m3.png
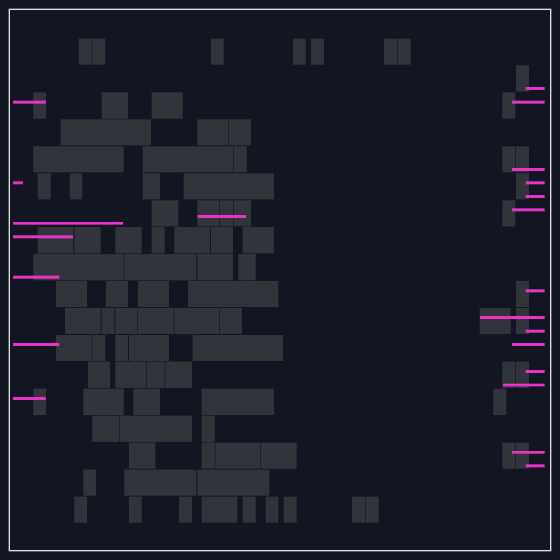
gates.png
Scale bar: 20 um.
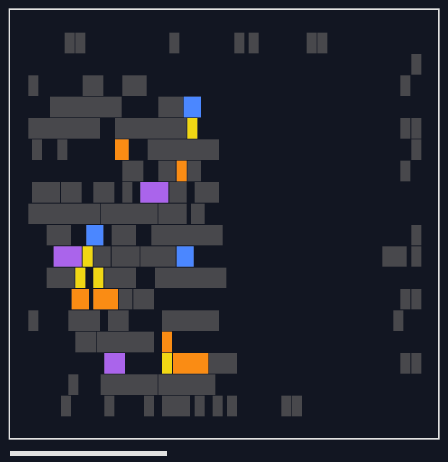
clock_wires.png
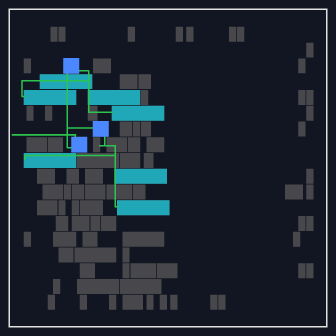
sizing.png
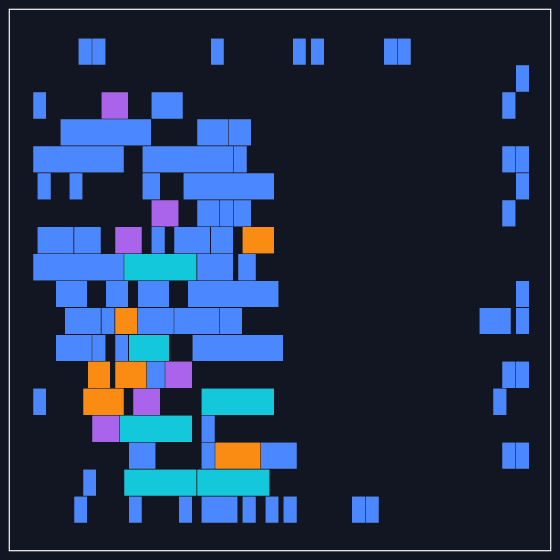
congestion_map.png
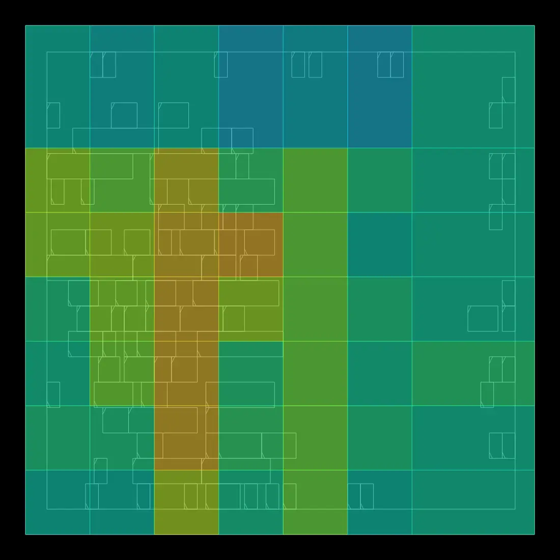
<file path="config.mk">
export PLATFORM = sky130hd
export DESIGN_NAME = pipeline_stall_ctrl
export DESIGN_NICKNAME = d
export VERILOG_FILES = /design/src/rtl/pipeline_stall_ctrl_pkg.sv /design/src/rtl/pipeline_stall_ctrl_sat_counter.sv /design/src/rtl/pipeline_stall_ctrl.sv
export SDC_FILE = /design/constraint.sdc
export NUM_CORES = 1
export LEC_CHECK = 0
export CORE_MARGIN = 2
export CORE_UTILIZATION = 25
export CTS_CLUSTER_SIZE = 14
export DETAILED_ROUTE_END_ITERATION = 6
export PLACE_DENSITY = 0.71
export SLEW_MARGIN = 20
export SYNTH_ARGS = -nofsm -noshare
export SYNTH_HDL_FRONTEND = slang
export SYNTH_SLANG_ARGS = --single-unit
export TNS_END_PERCENT = 50
</file>
<file path="constraint.sdc">
create_clock -name clk -period 2.9 [get_ports clk]
set_clock_uncertainty 0.05 [all_clocks]
set_input_delay 0.87 -clock clk [delete_from_list [all_inputs] [get_ports clk]]
set_output_delay 0.87 -clock clk [all_outputs]
set_load 0.05 [all_outputs]
</file>
<file path="src/rtl/pipeline_stall_ctrl_pkg.sv">
// Shared definitions for the MIPS pipeline stall controller.
// Holds the FSM state encoding, the default watchdog/counter sizes and the
// packed control bundle used inside the controller.
package pipeline_stall_ctrl_pkg;

    typedef enum logic {
        STATE_RUN      = 1'b0,
        STATE_MEM_WAIT = 1'b1
    } state_e;

    localparam int MEM_TIMEOUT_DEF = 16;
    localparam int CNT_W_DEF       = 16;

    typedef struct packed {
        logic freeze_pc;
        logic freeze_if_id;
        logic flush_if_id;
        logic bubble_id_exe;
        logic freeze_back;
    } ctrl_t;

endpackage

</file>
<file path="src/rtl/pipeline_stall_ctrl_sat_counter.sv">
// Saturating up-counter: increments on inc_i, holds at all-ones, never wraps.
// Latency: count visible one cycle after the increment request.
// Ports: clk_i, rst_ni (async active-low), inc_i, cnt_o[W-1:0].
module sat_counter #(
    parameter int W = 16
) (
    input  logic         clk_i,
    input  logic         rst_ni,
    input  logic         inc_i,
    output logic [W-1:0] cnt_o
);

    logic [W-1:0] cnt_q;
    logic [W-1:0] cnt_d;

    always_comb begin
        cnt_d = cnt_q;
        if (inc_i && (cnt_q != {W{1'b1}})) begin
            cnt_d = cnt_q + W'(1);
        end
    end

    always_ff @(posedge clk_i or negedge rst_ni) begin
        if (!rst_ni) begin
            cnt_q <= '0;
        end else begin
            cnt_q <= cnt_d;
        end
    end

    assign cnt_o = cnt_q;

endmodule

</file>
<file path="src/rtl/pipeline_stall_ctrl.sv">
// Stall/flush/bubble controller for the 5-stage MIPS pipeline, with memory wait watchdog.
// Latency: all controls combinational from state and inputs (zero cycles); mem_error registered.
// Backpressure: data memory wait states freeze the whole pipeline until mem_ready or timeout.
// Ports: clk, rst (async active-low), hazard_detected, branch_taken, mem_req, mem_ready in;
//        freeze_pc, freeze_if_id, flush_if_id, bubble_id_exe, freeze_back, mem_error,
//        stall_cycles, flush_count out. Optional counters enabled by STALL_PERF_CNT_EN.
module pipeline_stall_ctrl
    import pipeline_stall_ctrl_pkg::*;
#(
    parameter int MEM_TIMEOUT = MEM_TIMEOUT_DEF,
    parameter int CNT_W       = CNT_W_DEF
) (
    input  logic             clk,
    input  logic             rst,
    input  logic             hazard_detected,
    input  logic             branch_taken,
    input  logic             mem_req,
    input  logic             mem_ready,
    output logic             freeze_pc,
    output logic             freeze_if_id,
    output logic             flush_if_id,
    output logic             bubble_id_exe,
    output logic             freeze_back,
    output logic             mem_error,
    output logic [CNT_W-1:0] stall_cycles,
    output logic [CNT_W-1:0] flush_count
);

    localparam int WCNT_W = $clog2(MEM_TIMEOUT + 1);

    state_e            state_q, state_d;
    logic [WCNT_W-1:0] wcnt_q, wcnt_d;
    logic              mem_error_q, mem_error_d;
    ctrl_t             ctrl;
    ctrl_t             ctrl_g;

    always_comb begin
        state_d     = state_q;
        wcnt_d      = wcnt_q;
        mem_error_d = mem_error_q;
        ctrl        = '0;
        case (state_q)
            STATE_RUN: begin
                wcnt_d = '0;
                if (mem_req && !mem_ready) begin
                    ctrl.freeze_pc    = 1'b1;
                    ctrl.freeze_if_id = 1'b1;
                    ctrl.freeze_back  = 1'b1;
                    state_d           = STATE_MEM_WAIT;
                    wcnt_d            = WCNT_W'(1);
                end else if (hazard_detected) begin
                    // Branch operands are not valid yet, so a taken branch is ignored here.
                    ctrl.freeze_pc     = 1'b1;
                    ctrl.freeze_if_id  = 1'b1;
                    ctrl.bubble_id_exe = 1'b1;
                end else if (branch_taken) begin
                    ctrl.flush_if_id = 1'b1;
                end
            end
            STATE_MEM_WAIT: begin
                if (mem_ready) begin
                    state_d = STATE_RUN;
                    wcnt_d  = '0;
                end else begin
                    ctrl.freeze_pc    = 1'b1;
                    ctrl.freeze_if_id = 1'b1;
                    ctrl.freeze_back  = 1'b1;
                    // wcnt_q counts wait cycles already spent; this cycle is the next one.
                    if ((32'(wcnt_q) + 32'd1) >= 32'(MEM_TIMEOUT)) begin
                        mem_error_d = 1'b1;
                        state_d     = STATE_RUN;
                        wcnt_d      = '0;
                    end else begin
                        wcnt_d = wcnt_q + WCNT_W'(1);
                    end
                end
            end
            default: state_d = STATE_RUN;
        endcase
    end

    always_ff @(posedge clk or negedge rst) begin
        if (!rst) begin
            state_q     <= STATE_RUN;
            wcnt_q      <= '0;
            mem_error_q <= 1'b0;
        end else begin
            state_q     <= state_d;
            wcnt_q      <= wcnt_d;
            mem_error_q <= mem_error_d;
        end
    end

    // Controls are forced low while reset is held, even though inputs may request a stall.
    assign ctrl_g        = rst ? ctrl : '0;
    assign freeze_pc     = ctrl_g.freeze_pc;
    assign freeze_if_id  = ctrl_g.freeze_if_id;
    assign flush_if_id   = ctrl_g.flush_if_id;
    assign bubble_id_exe = ctrl_g.bubble_id_exe;
    assign freeze_back   = ctrl_g.freeze_back;
    assign mem_error     = mem_error_q;

`ifdef STALL_PERF_CNT_EN
    sat_counter #(.W(CNT_W)) u_stall_cnt (
        .clk_i  (clk),
        .rst_ni (rst),
        .inc_i  (ctrl_g.freeze_pc),
        .cnt_o  (stall_cycles)
    );

    sat_counter #(.W(CNT_W)) u_flush_cnt (
        .clk_i  (clk),
        .rst_ni (rst),
        .inc_i  (ctrl_g.flush_if_id),
        .cnt_o  (flush_count)
    );
`else
    assign stall_cycles = '0;
    assign flush_count  = '0;
`endif

endmodule

</file>
==> Slide: Implementation Results <==
Implementation Results

GRT
  • Global-route wire length before repair: 1520 um

Synthesis
  • Main synth FF type: dfrtp_1
  • Yosys stat cell total: 73
  • Top-count cell post-synth: buf_4
  • Distinct cell type count after synthesis: 26

Pwr
  • Net Sw Power: 0.000166 W
  • Comb pwr: 0.000162 W
  • Tot Pwr: 0.000356 W
  • Clock network fraction of design power: 0.244
  • LEAKAGE: 0.408 nW
  • Top power group: combinational cells

Critical path
  • R2R depth: 4
  • Critical R2R Launch: wcnt_q[0]
  • RR Endpoint: wcnt_q[1]
  • Setup crit end: freeze_if_id
  • Critical path's slowest cell: clkdlybuf4s50_1
  • Startpoint types: input pin
  • R2R Setup Slk: 1320 ps
  • Crit end category: output pin
  • CP Launch Point: mem_req
  • WP depth: 5

Finish
  • Share of cells above drive strength 1: 0.198

STA
  • RSZ-0062 raised after global routing: no
  • Total negative slack: 0 ps
  • Period utilisation layout: 0.977
  • Maximum clock frequency: 353 MHz

Floorplanning
  • I/O pins: 44
  • Core Box Area: 2450 um^2
  • Initial core utilization: 0.260

Clock tree
  • Clk sink count: 7
  • Reg clk slew, reported paths: 50 ps
  • Post-cts resize count: 6
  • Largest buffer count on any clock path: 2

Drt
  • Drt drc: 0
  • Vias/cell: 3.61
  • Met1 WL: 376 um
  • DRT Pass-1 Iters: 4
  • ANT nets after route: 0

Place
  • Post-DP Area: 738 um^2
  • Dpl ws: -183 ps
  • Inst Count DP: 116
  • RD Place Congestion: 0.725

Job
  • Tool warnings: 27

Min path
  • WHS Path Cells: 1

Status
  • Outcome: completed
About m3.png:
main direction = horizontal
nets with wire on the layer = 22
share of all routed wire = 7.1%
longest straight run = 10.8 um
wire length on this layer = 72.9 um
via count: 437
total routed wirelength: 1020 um
met3 GRT Util: 0.0164

About gates.png:
non-inverting ao/oa cells -> purple  # cells 3
nand cells -> blue  # cells 3
nor cells -> orange  # cells 6
inv cells -> yellow  # cells 5
final std cells w/o fill: 121
Commonest Layout Cell: conb_1

About clock_wires.png:
clock wires -> green  # length 94.6 um
flip-flops -> cyan  # count 7
clock-net drivers -> blue  # count 3
routed clock nets = 4
worst skew pair latency: 250 ps
total clock network power: 0.0000869 W

About sizing.png:
x2 -> orange  # cells 6, share 6.6%
x1 and smaller -> blue  # cells 73, share 80%, most used conb_1
x6 and larger -> cyan  # cells 6, share 6.6%, most used buf_12
x3 and x4 -> purple  # cells 6, share 6.6%
final worst slack: 66.8 ps
cell area after layout: 779 um^2
area delta synth->final: 22.2%
Buffers excl. clock: 15

About congestion_map.png:
M2 GR Usage: 0.133
utilization after layout: 0.318
Global Route Usage Sum: 0.0730
WL per Instance: 8.42 um
grt peak-use layer: met2

[sequential cells by signal, summed over array words and instances (netlist names)]
name,cells
state_q,1
mem_error,1
wcnt_q,5
[kinds of logic (layout without fill, tap and decap cells)]
kind of cell             Yosys count  in the layout  share of synthesized area
other                              1             33                    0.00588
multiplexers                       1              1                     0.0157
flip-flops                         7              7                      0.275
XOR/XNOR                           2              2                     0.0275
AND-OR/OR-AND                     10             10                      0.114
AND/OR/NAND/NOR                   13             13                      0.126
adder cells (fa/ha/maj)            1              1                     0.0196
buffers and inverters             38             24                      0.418
[area by class of cell]
cell class	count	area [um^2]
well taps	30	37.5
inverters	5	18.8
fillers	263	1680
flip-flops and latches	7	175
repair buffers	15	191
multi-input cells	60	330
clock buffers	4	26.3
Power and IR drop assume default switching activity.
